Design dividend_reconstructor, sky130hd; sources not shown.
Fig. 1: PDN straps and rails
Scale: 6 px per um. Pins as bars on the die edge.
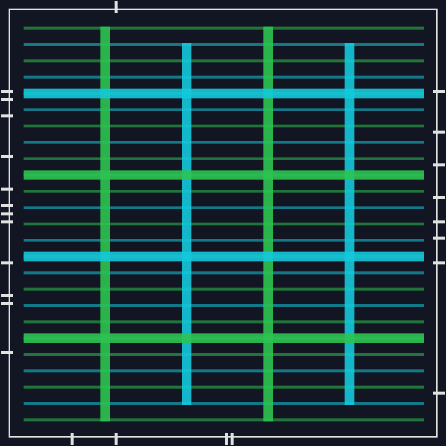
legend:
  green:
    net: VSS
  cyan:
    net: VDD
rows: 24
met4 straps: 4
met1 rails: 25
signal pins: 25
Core ar.: 4350 um2
Die Y-Extent: 71.0 um
Die X: 71.0 um

Fig. 2: placed cells, one colour a class
Scale: 4 px per um. Fill, decap, tap and diode cells in grey.
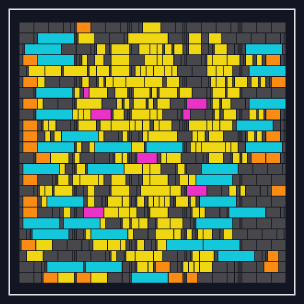
legend:
  yellow:
    class: remaining logic cells
    cells: 202
  orange:
    class: remaining buffers and delay cells
    cells: 26
  cyan:
    class: sequential cells
    cells: 32
  magenta:
    class: clock drivers and dummy loads
    cells: 7
Seq area share: 0.307
Final Cell Area: 2610 um2
row count: 24

Fig. 3: clock wires, drivers and flops
Scale: 8 px per um.
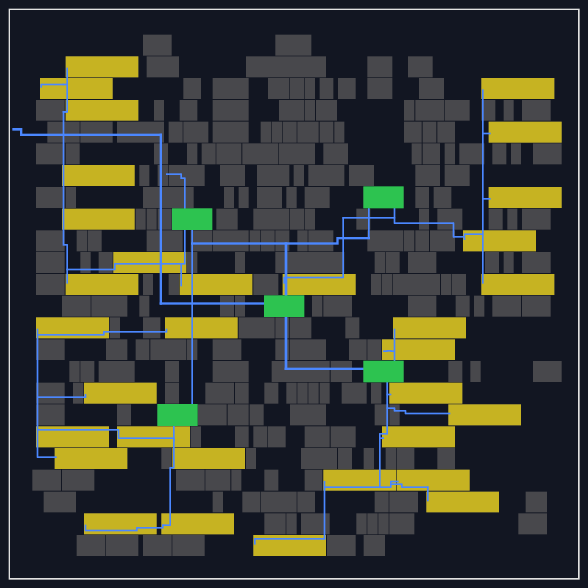
legend:
  green:
    item: clock-net drivers
    count: 5
  yellow:
    item: flip-flops
    count: 32
  blue:
    item: clock wires
    length: 428 um
flops lie: all over the die
routed clock nets: 6
clock skew: 0.00512 ns

Fig. 4: signal wires by layer
Scale: 6 px per um. Two of the layers only.
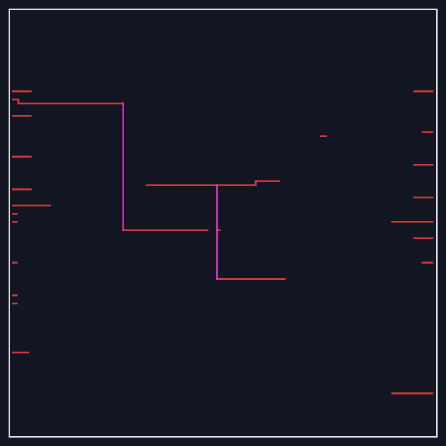
legend:
  magenta:
    layer: M4
    wire_length: 36.7 um
  red:
    layer: M3
    wire_length: 121 um
drt total wl: 4.03 mm
Tot GR Track Use: 0.180
Via Count: 1,677

==> Changelog: implementation <==
### Changed

- Largest net degree at the start of global routing: 33
- Met3 routed WL: 120 um
- Gr ovfl total: 0
- Total negative slack: 0 ns
- Final core utilization: 0.599
- Final HPWL DP: 3.05 mm
- Post-CTS Resized: 0
- TAP cells: 52
- Inverters: 16
- Slew @ Worst Pin: 0.793 ns
- CTS tree: done
- R2R setup slack: 3.48 ns
- Clk_lat worst skew: 0.28 ns
- Non-clk buf share: 0.0979
- Critical path data arrival time: 3.51 ns
- Status: finished clean
- Xor/xnor share: 0.0975
- Comb/total area: 0.517
- H-tree Lvls: 2
- AO/OA Area Share: 0.155
- Initial Utilization: 0.516
- Most frequent cells in the layout: dfrtp_1 (32), nor2_1 (31), clkdlybuf4s50_1 (24)
- Area Growth Syn to Fin: 16.1%
- Max Slew Vio Count: 0
- Top cell excl fill/tap: dfrtp_1
- Ys async rst share: 1.00
- Adder Share, Synth: 0.129
- Pre-CTS setup slack: 3.50 ns
- Detail Route Antenna Nets: 0
- Crit path max-delay family: XOR/XNOR gates
- Ant. Diodes: 0
- Post-synth EDFFs: 0
- R2R depth: 10
- Initial antenna violation count: 0
- Main flop type: dfrtp_1
- Top cells by count, synth: dfrtp_1 (32), nor2_1 (31), ha_1 (20), nand2_1 (17)
- Crit path max fanout: 12
- Signal buffers: 26
- Synth top cell by count: dfrtp_1
- Dominant comb cell: simple AND/OR/NAND/NOR gates
- Layout cells sized above 1: 0.0974
- Clock Network Area Fraction: 0.0298
- Crit path kind: flop to flop
- Non-filler cells, final: 319
- Area reported by Yosys stat: 2250 um2
- Post-CTS setup buffers: 0
- Drt wl/cell: 12.6 um
- RSZ-0062 raised after global routing: false
- DRT iter0 DRCs: 64
- Vias in the first global route: 1,608
- Post-Place Cells: 312
- Mi-comb count: 186
- Mapped Cells: 242
- Clk sinks: 32
- Area-dominant class: combinational gates
- Max-cap viol count: 0
- Stages on the worst setup path: 10
- Hold Vio Cnt, Final: 0
- DR WL met2: 1.87 mm
- Dominant cell area share: 0.357
